[src/rtl/pb_write_arb_pkg.sv]
// Shared raytracer pixel-buffer types and constants.
// Purely declarative: no logic, no latency, no flow control.
package pb_write_arb_pkg;

    localparam int PB_ID_W    = 19;
    localparam int PB_COLOR_W = 24;

    localparam logic [PB_COLOR_W-1:0] COLOR_WHITE = 24'hFFFFFF;
    localparam logic [PB_COLOR_W-1:0] COLOR_BLACK = 24'h000000;

    typedef struct packed {
        logic                  valid;
        logic [PB_ID_W-1:0]    pixelID;
        logic [PB_COLOR_W-1:0] color;
    } pixel_buffer_entry_t;

endpackage

[src/rtl/pb_write_arb_rr_arb.sv]
// Round-robin grant search from ptr, wrapping; returns the pointer to register next.
// Combinational, zero latency; adv=0 freezes the pointer so a stalled consumer loses no turn.
module rr_arb #(
    parameter  int N  = 3,
    localparam int PW = (N > 1) ? $clog2(N) : 1
) (
    input  logic [N-1:0]  req,
    input  logic [PW-1:0] ptr,
    input  logic          adv,
    output logic [N-1:0]  grant,
    output logic [PW-1:0] ptr_nxt
);

    logic [PW:0]   sum;
    logic [PW-1:0] idx;
    logic [PW-1:0] gidx;
    logic          found;

    always_comb begin
        grant = '0;
        sum   = '0;
        idx   = '0;
        gidx  = '0;
        found = 1'b0;
        for (int k = 0; k < N; k++) begin
            // ptr < N and k < N, so one conditional subtract is enough for the wrap
            sum = {1'b0, ptr} + (PW+1)'(k);
            if (sum >= (PW+1)'(N)) begin
                sum = sum - (PW+1)'(N);
            end
            idx = sum[PW-1:0];
            if (!found && req[idx]) begin
                found      = 1'b1;
                grant[idx] = 1'b1;
                gidx       = idx;
            end
        end
    end

    always_comb begin
        ptr_nxt = ptr;
        if (adv && found) begin
            ptr_nxt = (gidx == PW'(N - 1)) ? '0 : gidx + 1'b1;
        end
    end

endmodule

[src/rtl/pb_write_arb.sv]
// Round-robin merge of NUM_CH pixel streams into one pixel-buffer write port; optional stats via PB_WRITE_ARB_STATS_EN.
// One-cycle latency through a single output register; pb_full holds the entry and stalls every channel.
module pb_write_arb
    import pb_write_arb_pkg::*;
#(
    parameter int NUM_CH  = 3,
    parameter int ID_W    = PB_ID_W,
    parameter int COLOR_W = PB_COLOR_W,
    parameter int CNT_W   = 32
) (
    input  logic                        clk,
    input  logic                        rst,
    input  logic [NUM_CH-1:0]           ch_valid,
    input  logic [NUM_CH*ID_W-1:0]      ch_pixelID,
    input  logic [NUM_CH*COLOR_W-1:0]   ch_color,
    output logic [NUM_CH-1:0]           ch_stall,
    input  logic                        pb_full,
    output logic                        pb_we,
    output logic [ID_W-1:0]             pb_pixelID,
    output logic [COLOR_W-1:0]          pb_color
`ifdef PB_WRITE_ARB_STATS_EN
    ,
    input  logic                        stat_clr,
    output logic [NUM_CH*CNT_W-1:0]     stat_xfer,
    output logic [NUM_CH*CNT_W-1:0]     stat_stall
`endif
);

    localparam int PTR_W = $clog2(NUM_CH);

    if (NUM_CH < 2 || NUM_CH > 8 || CNT_W < 1) begin : g_bad_param
        $error("pb_write_arb: NUM_CH must be 2..8 and CNT_W >= 1");
    end

    // Same layout as pixel_buffer_entry_t, sized by this instance's widths.
    typedef struct packed {
        logic               out_v;
        logic [ID_W-1:0]    pixelID;
        logic [COLOR_W-1:0] color;
    } out_entry_t;

    out_entry_t         out_q, out_d;
    logic [PTR_W-1:0]   rr_ptr_q, rr_ptr_d;
    logic [PTR_W-1:0]   ptr_nxt;
    logic [NUM_CH-1:0]  grant;
    logic               load_en;
    logic [ID_W-1:0]    sel_id;
    logic [COLOR_W-1:0] sel_color;

    rr_arb #(.N(NUM_CH)) u_rr_arb (
        .req     (ch_valid),
        .ptr     (rr_ptr_q),
        .adv     (load_en),
        .grant   (grant),
        .ptr_nxt (ptr_nxt)
    );

    always_comb begin
        load_en    = !out_q.out_v || !pb_full;
        pb_we      = out_q.out_v && !pb_full;
        pb_pixelID = out_q.pixelID;
        pb_color   = out_q.color;
        // rst gate keeps every channel stalled while the register is held in reset
        ch_stall   = ~(grant & {NUM_CH{load_en && rst}});
    end

    always_comb begin
        sel_id    = '0;
        sel_color = '0;
        for (int i = 0; i < NUM_CH; i++) begin
            if (grant[i]) begin
                sel_id    = sel_id    | ch_pixelID[i*ID_W +: ID_W];
                sel_color = sel_color | ch_color[i*COLOR_W +: COLOR_W];
            end
        end
    end

    always_comb begin
        out_d    = out_q;
        rr_ptr_d = rr_ptr_q;
        if (load_en) begin
            out_d.out_v = |grant;
            if (|grant) begin
                out_d.pixelID = sel_id;
                out_d.color   = sel_color;
            end
            rr_ptr_d = ptr_nxt;
        end
    end

    always_ff @(posedge clk or negedge rst) begin
        if (!rst) begin
            out_q    <= '0;
            rr_ptr_q <= '0;
        end else begin
            out_q    <= out_d;
            rr_ptr_q <= rr_ptr_d;
        end
    end

`ifdef PB_WRITE_ARB_STATS_EN
    logic [CNT_W-1:0] xfer_q  [NUM_CH];
    logic [CNT_W-1:0] xfer_d  [NUM_CH];
    logic [CNT_W-1:0] stall_q [NUM_CH];
    logic [CNT_W-1:0] stall_d [NUM_CH];

    always_comb begin
        stat_xfer  = '0;
        stat_stall = '0;
        for (int i = 0; i < NUM_CH; i++) begin
            xfer_d[i]  = xfer_q[i];
            stall_d[i] = stall_q[i];
            if (stat_clr) begin
                xfer_d[i]  = '0;
                stall_d[i] = '0;
            end else begin
                if (ch_valid[i] && !ch_stall[i] && !(&xfer_q[i])) begin
                    xfer_d[i] = xfer_q[i] + 1'b1;
                end
                if (ch_valid[i] && ch_stall[i] && !(&stall_q[i])) begin
                    stall_d[i] = stall_q[i] + 1'b1;
                end
            end
            stat_xfer[i*CNT_W +: CNT_W]  = xfer_q[i];
            stat_stall[i*CNT_W +: CNT_W] = stall_q[i];
        end
    end

    always_ff @(posedge clk or negedge rst) begin
        if (!rst) begin
            for (int i = 0; i < NUM_CH; i++) begin
                xfer_q[i]  <= '0;
                stall_q[i] <= '0;
            end
        end else begin
            for (int i = 0; i < NUM_CH; i++) begin
                xfer_q[i]  <= xfer_d[i];
                stall_q[i] <= stall_d[i];
            end
        end
    end
`endif

endmodule

[config.mk]
export PLATFORM = sky130hd
export DESIGN_NAME = pb_write_arb
export DESIGN_NICKNAME = d
export VERILOG_FILES = /design/src/rtl/pb_write_arb_pkg.sv /design/src/rtl/pb_write_arb_rr_arb.sv /design/src/rtl/pb_write_arb.sv
export SDC_FILE = /design/constraint.sdc
export NUM_CORES = 1
export LEC_CHECK = 0
export ABC_AREA = 1
export CORE_MARGIN = 1
export CORE_UTILIZATION = 40
export CTS_BUF_LIST = sky130_fd_sc_hd__clkbuf_8
export CTS_CLUSTER_SIZE = 28
export DETAILED_ROUTE_END_ITERATION = 8
export PLACE_DENSITY = 0.83
export SETUP_SLACK_MARGIN = 0.05
export SYNTH_ARGS = -nofsm -noshare
export SYNTH_HDL_FRONTEND = slang
export SYNTH_HIERARCHICAL = 1
export SYNTH_SLANG_ARGS = --single-unit
[constraint.sdc]
create_clock -name clk -period 2.8 [get_ports clk]
set_input_delay 0.84 -clock clk [delete_from_list [all_inputs] [get_ports clk]]
set_output_delay 0.84 -clock clk [all_outputs]
set_load 0.05 [all_outputs]
placement_by_type.png
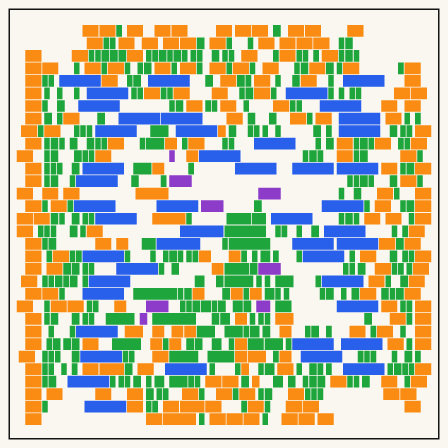
| class | color | cells | share of their area |
|---|---|---|---|
| remaining buffers and delay cells | orange | 205 | 40% |
| clock drivers and dummy loads | purple | 8 | 1.7% |
| combinational and other logic | green | 378 | 36% |
| sequential cells | blue | 46 | 23% |
FP Rows: 32
final instance area: 0.00522 sq mm

placement.png
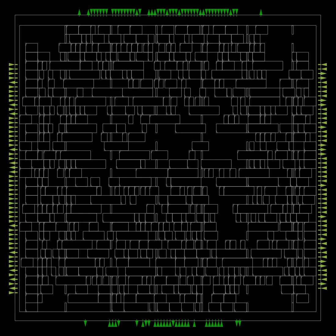
core outline area: 0.00785 sq mm
Fillers: 683
fraction of area in registers: 22.1%

cell_density.png
9 x 9 tiles, from white (low) to dark blue (high), 0 to 100% covered.
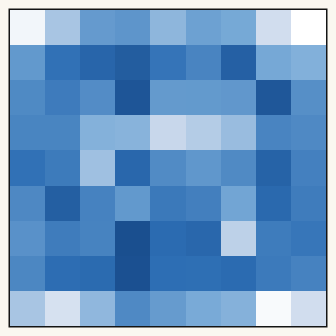
densest ninth of the die: bottom center
tiles over 75% full: 20%
nearly empty tiles: 1.2%
Starting Density: 42.1%
fin util: 66.6%

flops_by_reg.png
Bar = 20 um. Other sequential cells in the stronger gray, the rest of the logic in the fainter gray.
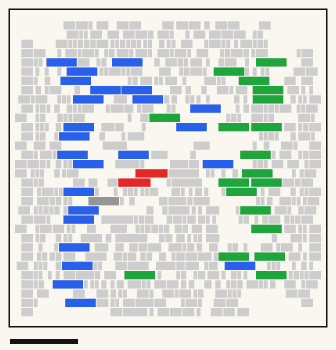
| name in the netlist | color | flops |
|---|---|---|
| rr_ptr_q | red | 2 |
| pb_pixelID | green | 19 |
| pb_color | blue | 24 |
Flop area: 0.00115 sq mm
Sequential Power: 1.18 mW

layer_met3.png
Bar = 20 um.
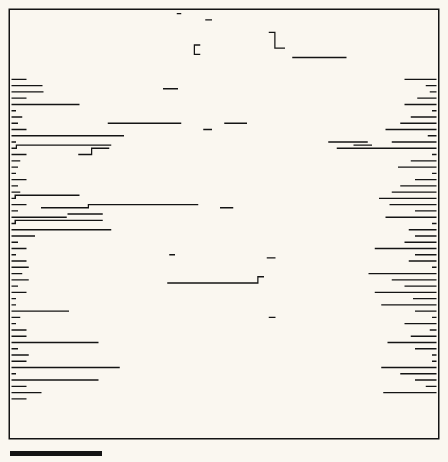
share of all routed wire: 7.6%
longest straight run: 24.1 um
main direction: horizontal
nets with wire on the layer: 115
met3 usage: 6.57%
final WL: 10100 um
DR vias: 3575

==> Slide: Implementation Results <==
Synthesis and Place & Route Summary

Global routing
  – GR Util All Layers: 23.5%
  – Via count of the first global-routing pass: 3585
  – Layer with the highest usage: met2
  – GRT Residual Overflow: 0
  – Pin count of the biggest net entering global routing: 45
  – Met1 Usage GRT: 27.1%

Logic synthesis
  – Post-synth EDFFs: 0
  – Mux cell area share: 0%
  – Dominant Register Cell: dfrtp_1
  – Simple share: 45.5%
  – Async S/R FF share, synth: 100%
  – Yosys warnings: 6
  – Top comb family, area: simple AND/OR/NAND/NOR gates
  – Post-Syn Area: 0.00331 sq mm
  – Xor/xnor share: 0%
  – YS chip area: 0.00331 sq mm
  – Syn_nets: 634
  – Seq/Total Area, Yosys: 34.8%
  – Post-synth regs: 46

Detailed routing
  – Met1 WL: 4050 um
  – Highest Signal Layer: met4
  – Drt first-iter violations: 167
  – Pre-antenna DRT Iters: 7
  – Met3 WL: 763 um

Critical path
  – Worst Setup Start Kind: flip-flop
  – Top cell family by delay on the critical path: simple AND/OR/NAND/NOR gates
  – Crit path to: ch_stall[1]
  – Crit path arrival time: 2.08 ns
  – Reg2reg start: rr_ptr_q[0]
  – Critical path origin: rr_ptr_q[0]
  – R2R depth: 17
  – Reg2reg end: pb_pixelID[6]
  – Critical Path Sink Type: primary output
  – Crit-path slowest cell: dfrtp_2
  – Kind of critical path: flip-flop to primary output
  – Levels on crit path: 12
  – CP peak stage delay: 0.45 ns

Power and ir drop
  – P_leak: 2.45 nW
  – Max IR drop VDD: 958 uV
  – Final Power: 7.42 mW

Outcome
  – Failing checks: negative setup slack
  – Status: finished with violations

Place
  – Routability cong.: 0.841

Cells and area
  – Layout area overhead: 58.0%
  – Most numerous logic cell after layout: nand2_1
  – Data buffer area share: 38.8%
  – Top Layout Cells: 231 x nand2_1, 173 x clkdlybuf4s50_1, 95 x nand3_1
  – N_diodes: 0
  – Area occupied by multi-input gates: 0.00177 sq mm
  – Fraction of layout cells with a size suffix above 1: 12.9%
  – Seq_cells: 46
  – Nonclk buf count: 205
  – Comb_multi_in: 363

Floorplan
  – Die height: 92.9 um
  – Die X: 92.9 um
  – Tap cells: 102
  – I/O pin total: 182

CTS
  – CTS H-tree depth: 2
  – Clk root buf: clkbuf_8
  – CTS Buffer Depth: 2
  – TritonCTS clock tree: built

Final timing
  – Relative slew margins: 63.4%
  – Final Hold Fails: 0
  – Setup TNS: -0.262 ns
  – Worst-margin pin slew: 0.549 ns
  – Fmax: 0.343 GHz
  – Final setup violation count: 3
  – RSZ-0062 raised after global routing: true
  – Setup ws final: -0.116 ns
-- worst min-delay path by stage --
stage                     endpoint  slack [ns]  cells after the start
floorplan              pb_color[0]        0.45                      2
global placement    pb_pixelID[13]        0.46                      2
detailed placement   pb_pixelID[1]        0.46                      2
CTS                   pb_color[19]        0.40                      1
global route          pb_color[14]        0.39                      1
finish                pb_color[14]        0.40                      1
-- flip-flops by register name, summed over array words and instances (netlist names) --
name	flops
pb_color	24
pb_pixelID	19
rr_ptr_q	2
out_q	1
-- what timing repair did --
action                                  4_1_cts  5_1_grt
buffers inserted                              6        2
cloned                                        0        0
resized                                      27       16
pin swaps                                     9       11
endpoints found under the setup margin       47       46
hold endpoints to repair                      0        0
-- where the power goes --
group          internal [mW]  total, mW  switching, mW
combinational           2.09       5.84           3.75
clock                  0.173      0.398          0.225
sequential              1.01       1.18          0.176
-- metrics by stage --
step	instances	setup slack [ns]
6_report	739	-0.116
2_1_floorplan	495	0.0319
4_1_cts	737	-0.103
5_1_grt	739	-0.210
3_5_place_dp	723	-0.490
3_3_place_gp	723	-0.407
-- Yosys cell counts (2+ instances only) --
cell type | instances | share of area [%]
nand3_1 | 99 | 15
buf_4 | 43 | 9.8
inv_2 | 3 | 0.34
ha_1 | 4 | 1.5
nor2_1 | 3 | 0.34
nor2_2 | 2 | 0.38
clkbuf_1 | 3 | 0.34
o21ai_2 | 2 | 0.53
buf_2 | 20 | 3.0
o221ai_1 | 2 | 0.53
nand2_2 | 8 | 1.5
buf_6 | 5 | 1.7
nand2_1 | 235 | 27
dfrtp_1 | 46 | 35
inv_1 | 12 | 1.4
nand3_2 | 2 | 0.61
nand2_4 | 2 | 0.68
o21ai_0 | 2 | 0.30
Power is estimated from default activity; no workload was simulated.
